==> run_1/wire_density.png <==
Scale: 8 px per um. The die is cut into 9 by 9 equal tiles; white is low, dark blue is high, scaled to the fullest tile. Values are wire area over tile area, all layers added.
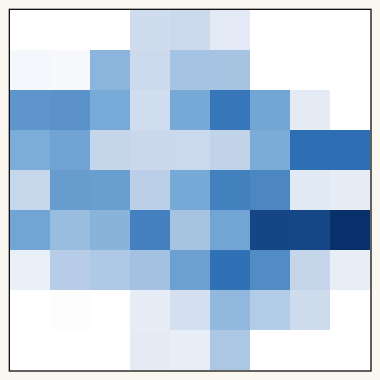
==> run_1/port_nets.png <==
Scale: 10 px per um.
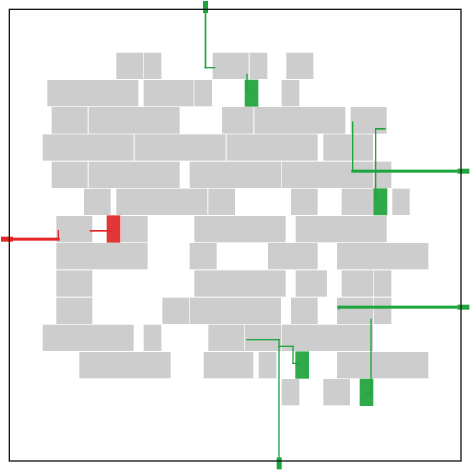
==> run_1/final_congestion.png <==
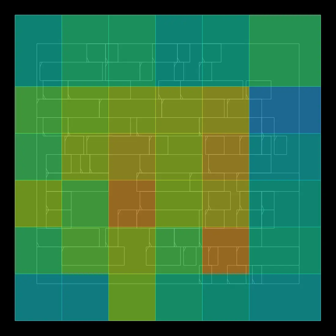
===== config.mk =====
export PLATFORM = sky130hd
export DESIGN_NAME = sync_pulse_multich_flat
export DESIGN_NICKNAME = d
export VERILOG_FILES = /design/src/rtl/sync_pulse_multich_if.sv /design/src/rtl/sync_pulse_multich.sv /design/src/flat_wrapper.sv
export SDC_FILE = /design/constraint.sdc
export NUM_CORES = 1
export LEC_CHECK = 0
export CORE_MARGIN = 3
export CORE_UTILIZATION = 40
export DETAILED_ROUTE_END_ITERATION = 7
export PLACE_DENSITY = 0.73
export SETUP_SLACK_MARGIN = 0.05
export SLEW_MARGIN = 20
export SYNTH_ARGS = -nofsm -noshare
export SYNTH_HDL_FRONTEND = slang
export SYNTH_SLANG_ARGS = --single-unit

===== constraint.sdc =====
create_clock -name clk -period 1.2 [get_ports clk]
set_clock_uncertainty 0.1 [all_clocks]
set_input_delay 0.12 -clock clk [delete_from_list [all_inputs] [get_ports clk]]
set_output_delay 0.12 -clock clk [all_outputs]
set_load 0.01 [all_outputs]

===== src/rtl/sync_pulse_multich_if.sv =====
// Event-line bundle for sync_pulse_multich.
// master drives the raw levels and clears; slave is the synchronizer.
interface sync_pulse_multich_if #(
  parameter int CH = 4
);
  logic [CH-1:0] signal_in;
  logic [CH-1:0] overrun_clr;
  logic [CH-1:0] sync_out;
  logic [CH-1:0] pulse_out;
  logic [CH-1:0] overrun;

  modport master (
    output signal_in,
    output overrun_clr,
    input  sync_out,
    input  pulse_out,
    input  overrun
  );

  modport slave (
    input  signal_in,
    input  overrun_clr,
    output sync_out,
    output pulse_out,
    output overrun
  );
endinterface


===== src/rtl/sync_pulse_multich.sv =====
// Multi-channel level synchronizer with edge-to-pulse stretching
// and a sticky per-channel overrun flag.
module sync_pulse_multich #(
  parameter int CH          = 4,
  parameter int SYNC_STAGES = 2,
  parameter int EDGE_MODE   = 0,
  parameter int PULSE_LEN   = 1,
  localparam int CW         = $clog2(PULSE_LEN + 1)
) (
  input logic                 clk,
  input logic                 rst,
  sync_pulse_multich_if.slave bus
);

  if (CH < 1 || CH > 32 ||
      SYNC_STAGES < 2 || SYNC_STAGES > 4 ||
      EDGE_MODE < 0 || EDGE_MODE > 2 ||
      PULSE_LEN < 1 || PULSE_LEN > 255) begin : g_bad_param
    $error("sync_pulse_multich: parameter out of range");
  end

  localparam logic [CW-1:0] LOAD = CW'(PULSE_LEN - 1);

  logic [SYNC_STAGES-1:0] sync_q [CH];
  logic [SYNC_STAGES-1:0] sync_d [CH];
  logic [CW-1:0]          cnt_q  [CH];
  logic [CW-1:0]          cnt_d  [CH];

  logic [CH-1:0] prev_q;
  logic [CH-1:0] pulse_q;
  logic [CH-1:0] pulse_d;
  logic [CH-1:0] ovr_q;
  logic [CH-1:0] ovr_d;
  logic [CH-1:0] last;
  logic [CH-1:0] rise;
  logic [CH-1:0] fall;
  logic [CH-1:0] edg;

  always_comb begin
    for (int i = 0; i < CH; i++) begin
      sync_d[i] = {sync_q[i][SYNC_STAGES-2:0], bus.signal_in[i]};
      last[i]   = sync_q[i][SYNC_STAGES-1];
    end
  end

  assign rise = last & ~prev_q;
  assign fall = ~last & prev_q;

  always_comb begin
    edg = rise | fall;
    if (EDGE_MODE == 0) edg = rise;
    if (EDGE_MODE == 1) edg = fall;
  end

  // Any edge reloads the counter, so an active pulse is extended.
  always_comb begin
    for (int i = 0; i < CH; i++) begin
      cnt_d[i]   = cnt_q[i];
      pulse_d[i] = 1'b0;
      if (edg[i]) begin
        cnt_d[i]   = LOAD;
        pulse_d[i] = 1'b1;
      end else if (cnt_q[i] != '0) begin
        cnt_d[i]   = cnt_q[i] - CW'(1);
        pulse_d[i] = 1'b1;
      end
    end
  end

  assign ovr_d = (edg & pulse_q) | (ovr_q & ~bus.overrun_clr);

  always_ff @(posedge clk or posedge rst) begin
    if (rst) begin
      for (int i = 0; i < CH; i++) begin
        sync_q[i] <= '0;
        cnt_q[i]  <= '0;
      end
      prev_q  <= '0;
      pulse_q <= '0;
      ovr_q   <= '0;
    end else begin
      for (int i = 0; i < CH; i++) begin
        sync_q[i] <= sync_d[i];
        cnt_q[i]  <= cnt_d[i];
      end
      prev_q  <= last;
      pulse_q <= pulse_d;
      ovr_q   <= ovr_d;
    end
  end

  assign bus.sync_out  = last;
  assign bus.pulse_out = pulse_q;
  assign bus.overrun   = ovr_q;

endmodule


===== src/flat_wrapper.sv =====
// flat-port wrapper written by rule: the top's interface ports become plain ports
module sync_pulse_multich_flat 
#(
  parameter int CH          = 4,
  parameter int SYNC_STAGES = 2,
  parameter int EDGE_MODE   = 0,
  parameter int PULSE_LEN   = 1,
  localparam int CW         = $clog2(PULSE_LEN + 1)
)
  (clk, rst, bus_signal_in, bus_overrun_clr, bus_sync_out, bus_pulse_out, bus_overrun);
  sync_pulse_multich_if #(.CH(CH)) bus_i ();
  input logic clk;
  input logic rst;
  input wire logic [$bits(bus_i.signal_in)-1:0] bus_signal_in;
  input wire logic [$bits(bus_i.overrun_clr)-1:0] bus_overrun_clr;
  output wire logic [$bits(bus_i.sync_out)-1:0] bus_sync_out;
  output wire logic [$bits(bus_i.pulse_out)-1:0] bus_pulse_out;
  output wire logic [$bits(bus_i.overrun)-1:0] bus_overrun;
  assign bus_i.signal_in = bus_signal_in;
  assign bus_i.overrun_clr = bus_overrun_clr;
  assign bus_sync_out = bus_i.sync_out;
  assign bus_pulse_out = bus_i.pulse_out;
  assign bus_overrun = bus_i.overrun;
  sync_pulse_multich #(.CH(CH), .SYNC_STAGES(SYNC_STAGES), .EDGE_MODE(EDGE_MODE), .PULSE_LEN(PULSE_LEN)) u_core (.clk(clk), .rst(rst), .bus(bus_i));
endmodule

==> qor.yml, run 1 <==
cells_and_area:
  finalNonFillerCells: 79
  comb_area_um2: 90.1
  buf_share_pct: 24.2
  design_area_um2: 858
  areaGrowthSynthToFinish_pct: 40.9
yosys:
  async_flop_share_pct: 100
  ys_area_um2: 609
  syn_avg_cell_area_um2: 18.5
  synth_warnings: 0
  numSynthFlops: 20
  fp_nets: 43
  adder_share_pct: 0
power:
  power.density_nw_per_um2: 1320
  pwr-share-comb_pct: 10.4
  powerClk_mw: 0.286
  comb-power_mw: 0.117
setup_path:
  reg2reg_slack_ps: 160
  crit_arrival_ps: 910
  crit_cells: 1
  path_cells: "clkdlybuf4s15_1"
  path_max_fanout: 2
global_route:
  gr-total-overflow: 0
  met3_usage_pct: 6.77
  grt_busiest_layer: "met2"
  grt_max_degree: 21
detailed_routing:
  drt-total-wl_um: 915
  highest_layer: "met4"
  route.layer.met1.wl_um: 352
run_status:
  outcome: "finished clean"
sta:
  rsz0062_at_grt: "true"
  fmax_mhz: 884
  setup_viol: 0
  period_used_pct: 94.3
floorplan:
  n_tap_cell: 15
  die_height_um: 45.0
cts:
  clock-sinks: 20
## Picture notes: wire_density.png
The densest ninth of the die: east. The fullest tile reaches 0.25. 25% of the tiles are nearly empty.

## Picture notes: port_nets.png
Key: `rst` = red [bits 1, direction input, edge west, end cells 1, wire 7.20 um]; `bus_overrun_clr` = green [bits 4, direction input, edge 2 east, 1 north, 1 south, end cells 4, wire 70.5 um]
IO Port Bufs: 21
I/O Pins: 22

## Picture notes: final_congestion.png
WL per Instance: 11.6 um
Total GRT Usage: 10.7%

==> run_1/clock_map.png <==
Scale: 10 px per um.
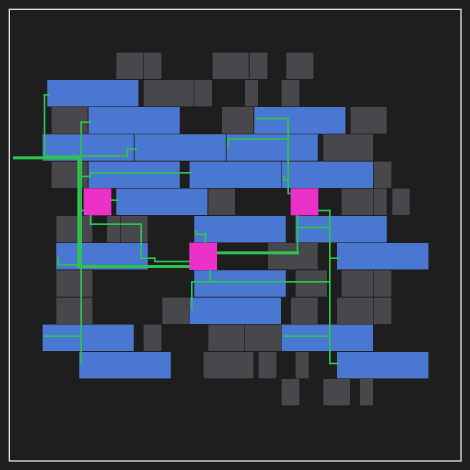

==> run 2: changes to the inputs <==
--- a/config.mk
+++ b/config.mk
@@ -10,2 +10,3 @@
 export DETAILED_ROUTE_END_ITERATION = 7
+export GPL_ROUTABILITY_DRIVEN = 0
 export PLACE_DENSITY = 0.73
==> constraint.sdc (replaced) <==
create_clock -name clk -period 1.2 [get_ports clk]
set_clock_uncertainty 0.1 [all_clocks]
set_input_delay 0.24 -clock clk [delete_from_list [all_inputs] [get_ports clk]]
set_output_delay 0.24 -clock clk [all_outputs]
set_load 0.01 [all_outputs]
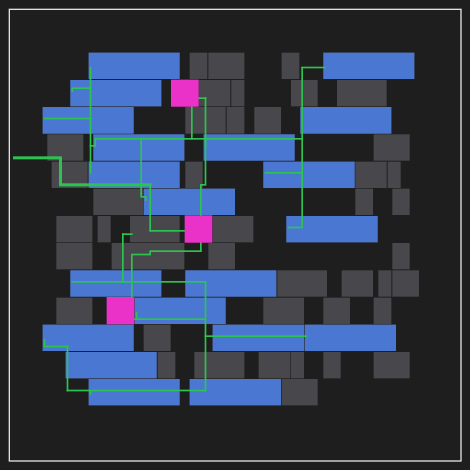
(run_2/clock_map.png)
Scale: 10 px per um.
Key: clock wires = green [length 203 um]; flip-flops = blue [count 20]; cells driving clock nets = magenta [count 3]
There are 4 routed clock nets.
Clk power: 0.371 mW
Clk pwr share: 30.3%
clk latency late pin: 290 ps

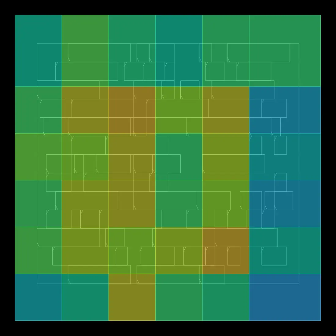
(run_2/final_congestion.png)
met3 GRT Util: 3.59%
fin util: 66.1%

==> run 2 against run 1 <==
  * Register-to-register slack about the same
  * Non-clock buffer count rose by 1
  * Worst setup slack worse by 48 ps
  * Via count down 0.85%
  * Hold slack gained 110 ps
  * Combinational power increased by about 10%
  * Die size did not move
  * Cell count grew 2.5%
  * Sequential share of layout area down 2.9 points
  * Routed wire length stayed put
  * Critical path type unchanged
  * Largest cell class unchanged
==> qor.yml, run 2 <==
run_status:
  outcome: "finished clean"
sta:
  rsz0062_at_grt: "true"
  fmax_mhz: 848  # -4.1%
  setup_viol: 0  # unchanged
global_route:
  gr-total-overflow: 0  # unchanged
  grt_max_degree: 21  # unchanged
  grt_busiest_layer: "met2"
  grt.total_usage_pct: 10.8  # +0.14 points
yosys:
  syn_avg_cell_area_um2: 18.5  # unchanged
  ys_area_um2: 609  # unchanged
  synth_warnings: 0  # unchanged
  adder_share_pct: 0  # unchanged
place:
  port_buffers: 21  # unchanged
cells_and_area:
  design_area_um2: 903  # +5.2%
  finalNonFillerCells: 81  # +2.5%
  buf_share_pct: 26.5  # +2.3 points
setup_path:
  path_cells: "buf_2"
  path_max_fanout: 2  # unchanged
  reg2reg_slack_ps: 160  # about the same
power:
  pwr-share-comb_pct: 10.6  # +0.2 points
floorplan:
  ios: 22  # unchanged
detailed_routing:
  route.layer.met1.wl_um: 386  # +9.7%
  drt-total-wl_um: 915  # unchanged
  routedWlPerCell_um: 11.3  # -2.5%
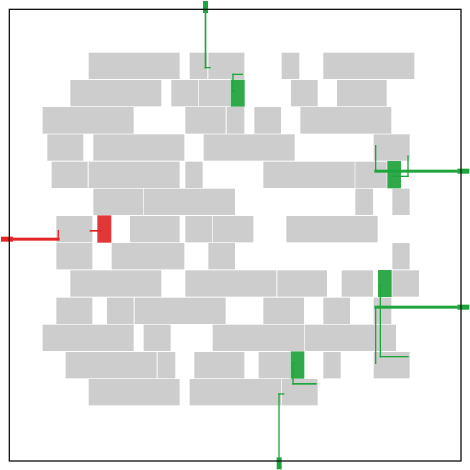
(run_2/port_nets.png)
Scale: 10 px per um.
Key: `rst` = red [bits 1, direction input, edge west, end cells 1, wire 6.30 um]; `bus_overrun_clr` = green [bits 4, direction input, edge 2 east, 1 north, 1 south, end cells 4, wire 58.0 um]

==> run_2/wire_density.png <==
Scale: 8 px per um. The die is cut into 9 by 9 equal tiles; white is low, dark blue is high, scaled to the fullest tile. Values are wire area over tile area, all layers added.
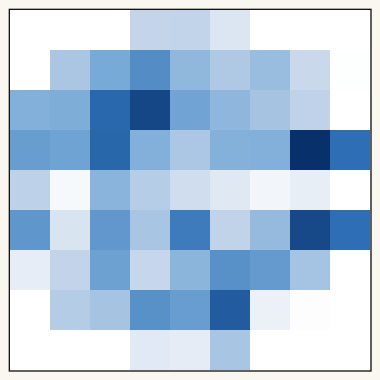

==> run 3: changes to the inputs <==
Settings changed: ABC_AREA from default to 1.
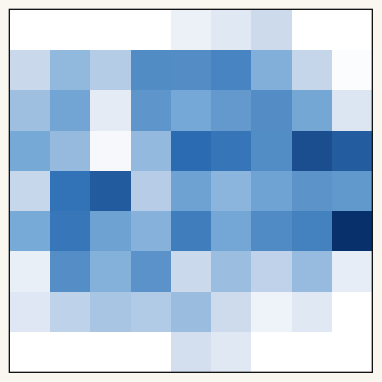
(run_3/wire_density.png)
Scale: 8 px per um. The die is cut into 9 by 9 equal tiles; white is low, dark blue is high, scaled to the fullest tile. Values are wire area over tile area, all layers added.
The emptiest ninth of the die: south-east. The fullest tile reaches 0.23. 38% of the tiles are over half the peak. The mean over all tiles is 0.084. 19% of the tiles are nearly empty. The densest ninth of the die: east.
DRT Wirelength: 1.04 mm
WL per Instance: 10.7 um

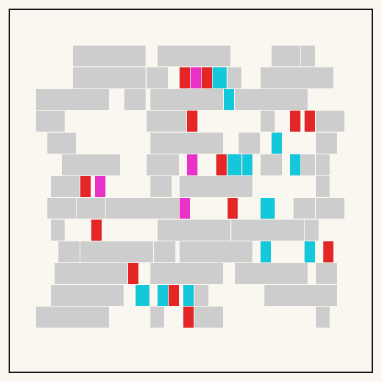
(run_3/gate_families.png)
Scale: 8 px per um.
Key: NAND gates = cyan [cells 12, most used nand2_1]; NOR gates = magenta [cells 4, most used nor2_1, where center]; inverters = red [cells 13, most used inv_1]
Comb area share: 7.24%
final cell count without fillers: 97
most common cell after layout, fill and taps aside: dfrtp_1

==> run 3 against run 2 <==
  * Synthesized area is 0.82% higher
  * Sequential share of layout area rose by 0.31 points
  * Final area shrank 0.55%
  * Highest routed layer is now met4
  * Via count grew 16%
  * Global-route usage increased by 0.82 points
  * Combinational power fell by 6%
  * Core utilization fell by 0.37 points
  * Fmax rose by 1.3%
  * First-iteration DRC count up 4
  * Sequential power hardly changed
  * Critical endpoint is now bus_pulse_out[3]
  * Worst setup slack gained 16 ps
  * Synthesized cell count rose by 48%
==> qor.yml, run 3 <==
global_route:
  grt.total_usage_pct: 11.6  # +0.82 points
  met3_usage_pct: 2.39  # -1.2 points
  gr-total-overflow: 0  # unchanged
  grt_busiest_layer: "met2"
  grt_max_degree: 21  # unchanged
sta:
  tightest_slew_ps: 108
  rsz0062_at_grt: "true"
  fmax_mhz: 859  # +1.3%
  setup_viol: 0  # unchanged
setup_path:
  reg2reg_to: "u_core.bus.overrun[3]$_DFF_PP0_"
  reg2reg_slack_ps: 240  # +80 ps
  path_cells: "buf_2"
  path_max_fanout: 2  # unchanged
yosys:
  async_flop_share_pct: 100
  ys_area_um2: 614  # +0.82%
  adder_share_pct: 0  # unchanged
  yosys-stat-cells: 49
  synth_warnings: 0  # unchanged
power:
  pwr-share-comb_pct: 10.2  # -0.4 points
  powerClk_mw: 0.359  # -3%
  power_frac_clock_pct: 29.8  # -0.5 points
place:
  port_buffers: 21  # unchanged
detailed_routing:
  route.layer.met1.wl_um: 451  # +17%
cells_and_area:
  buf_share_pct: 25.5  # -0.97 points
  layout.nets: 93
  postLayoutCoreUtil_pct: 65.8  # -0.37 points
  design_area_um2: 898  # -0.55%
floorplan:
  ios: 22  # unchanged
  dieArea_um2: 2040
run_status:
  outcome: "finished clean"
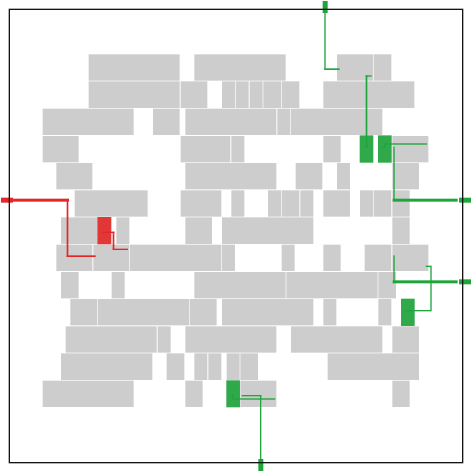
(run_3/port_nets.png)
Scale: 10 px per um.
Key: `rst` = red [bits 1, direction input, edge west, end cells 1, wire 17.8 um]; `bus_overrun_clr` = green [bits 4, direction input, edge 2 east, 1 north, 1 south, end cells 4, wire 59.8 um]

No activity file was given, so power comes from the tool's default toggle rates.
